## src/rtl/att_vol_ramp.sv

```systemverilog
// Multi-channel volume attenuator with linear per-channel gain ramps and mute.
// One shared signed x unsigned multiplier is time-multiplexed, one channel per clock.
module att_vol_ramp #(
    parameter int BIT_WIDTH = 10,
    parameter int CH_NUM    = 4,
    parameter int GAIN_BITS = 10,
    parameter int INIT_GAIN = 1024,
    parameter int RAMP_STEP = 8,
    parameter int RAMP_DIV  = 64
) (
    input  logic                        CLK,
    input  logic                        RESET_n,
    input  logic                        IN_VALID,
    input  logic [CH_NUM*BIT_WIDTH-1:0] IN,
    input  logic                        GAIN_WE,
    input  logic [3:0]                  GAIN_CH,
    input  logic [GAIN_BITS:0]          GAIN_DATA,
    input  logic [CH_NUM-1:0]           MUTE,
    output logic [CH_NUM*BIT_WIDTH-1:0] OUT,
    output logic                        OUT_VALID,
    output logic                        BUSY,
    output logic                        OVERRUN,
    output logic                        SETTLED
);

    localparam int GW  = GAIN_BITS + 1;
    localparam int PW  = BIT_WIDTH + GAIN_BITS + 1;
    localparam int IW  = (CH_NUM > 1) ? $clog2(CH_NUM) : 1;
    localparam int PSW = (RAMP_DIV > 1) ? $clog2(RAMP_DIV) : 1;
    localparam logic [GW-1:0] UNITY = {1'b1, {GAIN_BITS{1'b0}}};
    localparam logic [GW-1:0] STEP  = GW'(RAMP_STEP);
    localparam logic [GW-1:0] INIT  = GW'(INIT_GAIN);

    typedef enum logic {IDLE, RUN} state_t;

    state_t state, state_next;

    logic [GW-1:0]  target   [CH_NUM];
    logic [GW-1:0]  cur      [CH_NUM];
    logic [GW-1:0]  eff      [CH_NUM];
    logic [GW-1:0]  cur_next [CH_NUM];
    logic [PSW-1:0] presc;
    logic           tick;
    logic [GW-1:0]  gain_clamped;

    logic signed [BIT_WIDTH-1:0] frame_smp  [CH_NUM];
    logic [GW-1:0]               frame_gain [CH_NUM];
    logic [IW-1:0]               idx;
    logic                        last;

    logic signed [BIT_WIDTH-1:0] sel_smp;
    logic [GW-1:0]               sel_gain;
    logic signed [PW-1:0]        smp_ext, gain_ext, prod;
    logic signed [BIT_WIDTH-1:0] scaled;

    assign tick         = (presc == PSW'(RAMP_DIV - 1));
    assign gain_clamped = (GAIN_DATA > UNITY) ? UNITY : GAIN_DATA;
    assign last         = (idx == IW'(CH_NUM - 1));
    assign BUSY         = (state == RUN);

    // Each channel steps toward its effective target, landing exactly on it.
    always_comb begin
        SETTLED = 1'b1;
        for (int k = 0; k < CH_NUM; k++) begin
            eff[k]      = MUTE[k] ? '0 : target[k];
            cur_next[k] = cur[k];
            if (cur[k] > eff[k])
                cur_next[k] = ((cur[k] - eff[k]) <= STEP) ? eff[k] : cur[k] - STEP;
            else if (cur[k] < eff[k])
                cur_next[k] = ((eff[k] - cur[k]) <= STEP) ? eff[k] : cur[k] + STEP;
            if (cur[k] != eff[k])
                SETTLED = 1'b0;
        end
    end

    always_ff @(posedge CLK or negedge RESET_n) begin
        if (!RESET_n) begin
            presc <= '0;
            for (int k = 0; k < CH_NUM; k++) begin
                target[k] <= INIT;
                cur[k]    <= INIT;
            end
        end else begin
            presc <= tick ? '0 : presc + 1'b1;
            for (int k = 0; k < CH_NUM; k++) begin
                if (GAIN_WE && (GAIN_CH == 4'(k)))
                    target[k] <= gain_clamped;
                if (tick)
                    cur[k] <= cur_next[k];
            end
        end
    end

    always_ff @(posedge CLK or negedge RESET_n) begin
        if (!RESET_n)
            state <= IDLE;
        else
            state <= state_next;
    end

    always_comb begin
        state_next = state;
        case (state)
            IDLE:    if (IN_VALID) state_next = RUN;
            RUN:     if (last)     state_next = IDLE;
            default: state_next = IDLE;
        endcase
    end

    // Floor division by unity: arithmetic shift of the signed product.
    always_comb begin
        sel_smp  = frame_smp[idx];
        sel_gain = frame_gain[idx];
        smp_ext  = PW'(sel_smp);
        gain_ext = PW'(sel_gain);
        prod     = smp_ext * gain_ext;
        scaled   = BIT_WIDTH'(prod >>> GAIN_BITS);
    end

    always_ff @(posedge CLK or negedge RESET_n) begin
        if (!RESET_n) begin
            idx       <= '0;
            OUT       <= '0;
            OUT_VALID <= 1'b0;
            OVERRUN   <= 1'b0;
            for (int k = 0; k < CH_NUM; k++) begin
                frame_smp[k]  <= '0;
                frame_gain[k] <= '0;
            end
        end else begin
            OUT_VALID <= 1'b0;
            OVERRUN   <= (state == RUN) && IN_VALID;
            if ((state == IDLE) && IN_VALID) begin
                idx <= '0;
                for (int k = 0; k < CH_NUM; k++) begin
                    frame_smp[k]  <= IN[k*BIT_WIDTH +: BIT_WIDTH];
                    frame_gain[k] <= cur[k];
                end
            end
            if (state == RUN) begin
                OUT[idx*BIT_WIDTH +: BIT_WIDTH] <= scaled;
                idx <= idx + 1'b1;
                if (last)
                    OUT_VALID <= 1'b1;
            end
        end
    end

endmodule

```

## config.mk

```make
export PLATFORM = sky130hd
export DESIGN_NAME = att_vol_ramp
export DESIGN_NICKNAME = d
export VERILOG_FILES = /design/src/rtl/att_vol_ramp.sv
export SDC_FILE = /design/constraint.sdc
export NUM_CORES = 1
export LEC_CHECK = 0
export ABC_AREA = 1
export ABC_CLOCK_PERIOD_IN_PS = 9850
export CORE_ASPECT_RATIO = 2
export CORE_MARGIN = 10
export CORE_UTILIZATION = 31
export DETAILED_ROUTE_END_ITERATION = 7
export GPL_ROUTABILITY_DRIVEN = 0
export HOLD_SLACK_MARGIN = 0.12
export SYNTH_ARGS = -nofsm -noshare
export SYNTH_HDL_FRONTEND = slang
export SYNTH_SLANG_ARGS = --single-unit
```

## constraint.sdc

```tcl
create_clock -name CLK -period 9.85 [get_ports CLK]
set_input_delay 1.97 -clock CLK [delete_from_list [all_inputs] [get_ports CLK]]
set_output_delay 1.97 -clock CLK [all_outputs]
set_load 0.01 [all_outputs]
```

**Sequential cells grouped by signal name**

Bar = 50 um. Other sequential cells in the stronger gray, the rest of the logic in the fainter gray.
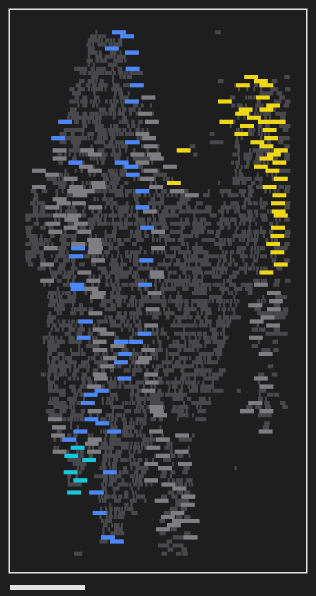
- cyan: `presc` (sequential cells 6; where bottom left)
- yellow: `OUT` (sequential cells 40; where top right)
- blue: `cur` (sequential cells 44)
FF/Latch Area: 5590 sq um
sequential portion of the cell area: 25.2%
final cell utilization of the core: 35.4%

**Gate-type map**

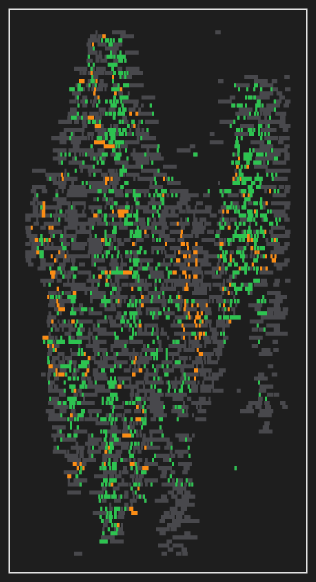
- green: NAND gates (cells 1039)
- orange: NOR gates (cells 218)
combinational fraction of the cell area: 55.8%
non-filler instance count after layout: 3468
Commonest Layout Cell: sky130_fd_sc_hd__nand2_1

**Cells colored by class**

Bar = 50 um.
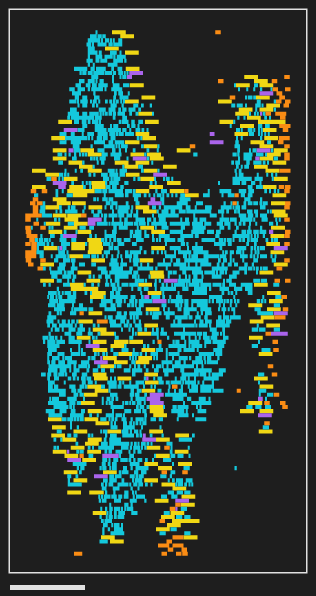
- orange: other buffers and delay cells (cells 114)
- yellow: flip-flops (cells 223)
- cyan: all other logic (cells 2295)
- purple: clock drivers and dummy loads (cells 44)

==> run_summary.xml <==
<?xml version="1.0" encoding="UTF-8"?>
<metrics>
  <group name="status">
    <metric name="outcome" unit="">completed</metric>
  </group>
  <group name="floorplan">
    <metric name="num_rows" unit="">130</metric>
    <metric name="core" unit="sq um">62600</metric>
    <metric name="initCoreUtil" unit="%">31.2</metric>
    <metric name="boundaryPins" unit="">107</metric>
    <metric name="die_w" unit="um">198</metric>
  </group>
  <group name="final_layout">
    <metric name="num-nets-final" unit="">2945</metric>
    <metric name="largest_registers" unit="">cur x44, frame_gain x44, target x44</metric>
    <metric name="layout-area-overhead-vs-synth" unit="%">13.3</metric>
    <metric name="nNonClkInverters" unit="">335</metric>
  </group>
  <group name="run">
    <metric name="timing.max_cap.violations" unit="">0</metric>
    <metric name="openroad.warnings" unit="">76</metric>
  </group>
  <group name="timing">
    <metric name="tightestPinTransition" unit="ns">1.21</metric>
    <metric name="report.final.hold_viol_count" unit="">0</metric>
    <metric name="setup-tns-final" unit="ns">0</metric>
    <metric name="layout_min_cycle_time" unit="ns">7.45</metric>
  </group>
  <group name="logic_synthesis">
    <metric name="ys_sh_adder" unit="%">17.0</metric>
    <metric name="async_flop_share" unit="%">100</metric>
    <metric name="synth-area-yosys" unit="sq um">19600</metric>
    <metric name="synth.mux.area_fraction" unit="%">2.30</metric>
    <metric name="synth.cells.most_frequent" unit="">sky130_fd_sc_hd__nand2_1, sky130_fd_sc_hd__inv_1, sky130_fd_sc_hd__dfrtp_1</metric>
    <metric name="ys_sh_aoi" unit="%">10.1</metric>
    <metric name="post_synthesis_net_count" unit="">2876</metric>
    <metric name="synth.most_common_cell" unit="">sky130_fd_sc_hd__nand2_1</metric>
    <metric name="ffs_latches_synth" unit="">223</metric>
  </group>
  <group name="global_routing">
    <metric name="grt_start_max_net_pins" unit="">130</metric>
    <metric name="grt_pass1_wl" unit="mm">98.2</metric>
    <metric name="number_of_global_route_vias_before_repair" unit="">17987</metric>
  </group>
  <group name="clock_network">
    <metric name="tritoncts" unit="">built</metric>
    <metric name="cts-root-buf" unit="">sky130_fd_sc_hd__clkbuf_16</metric>
    <metric name="cts_buffer_depth" unit="">3</metric>
    <metric name="post_cts_gate_resize_count" unit="">0</metric>
    <metric name="tritoncts_num_sinks" unit="">223</metric>
  </group>
  <group name="worst_setup_path">
    <metric name="buffers_plus_inverters_on_the_worst_setup_path" unit="">8</metric>
    <metric name="timing.critical_path.slowest_cell_delay" unit="ns">0.93</metric>
    <metric name="timing_worst_setup_path_type" unit="">reg2reg</metric>
    <metric name="crit-reg2reg-launch" unit="">idx[1]</metric>
    <metric name="critPathMostFrequentCell" unit="">sky130_fd_sc_hd__inv_1</metric>
    <metric name="critical_path_peak_fanout" unit="">41</metric>
    <metric name="worstSetupStartpoint" unit="">idx[1]</metric>
    <metric name="critical_path.startpoint_type" unit="">flop</metric>
  </group>
  <group name="placed_design">
    <metric name="placement.io_buffers" unit="">106</metric>
    <metric name="placed_cell_area" unit="sq um">21400</metric>
  </group>
  <group name="route">
    <metric name="dr.pass1.iters" unit="">5</metric>
    <metric name="drt_drc_violations_left" unit="">0</metric>
    <metric name="top_layer" unit="">met4</metric>
  </group>
  <group name="min_path">
    <metric name="cells_on_worst_hold_path" unit="">2</metric>
  </group>
</metrics>
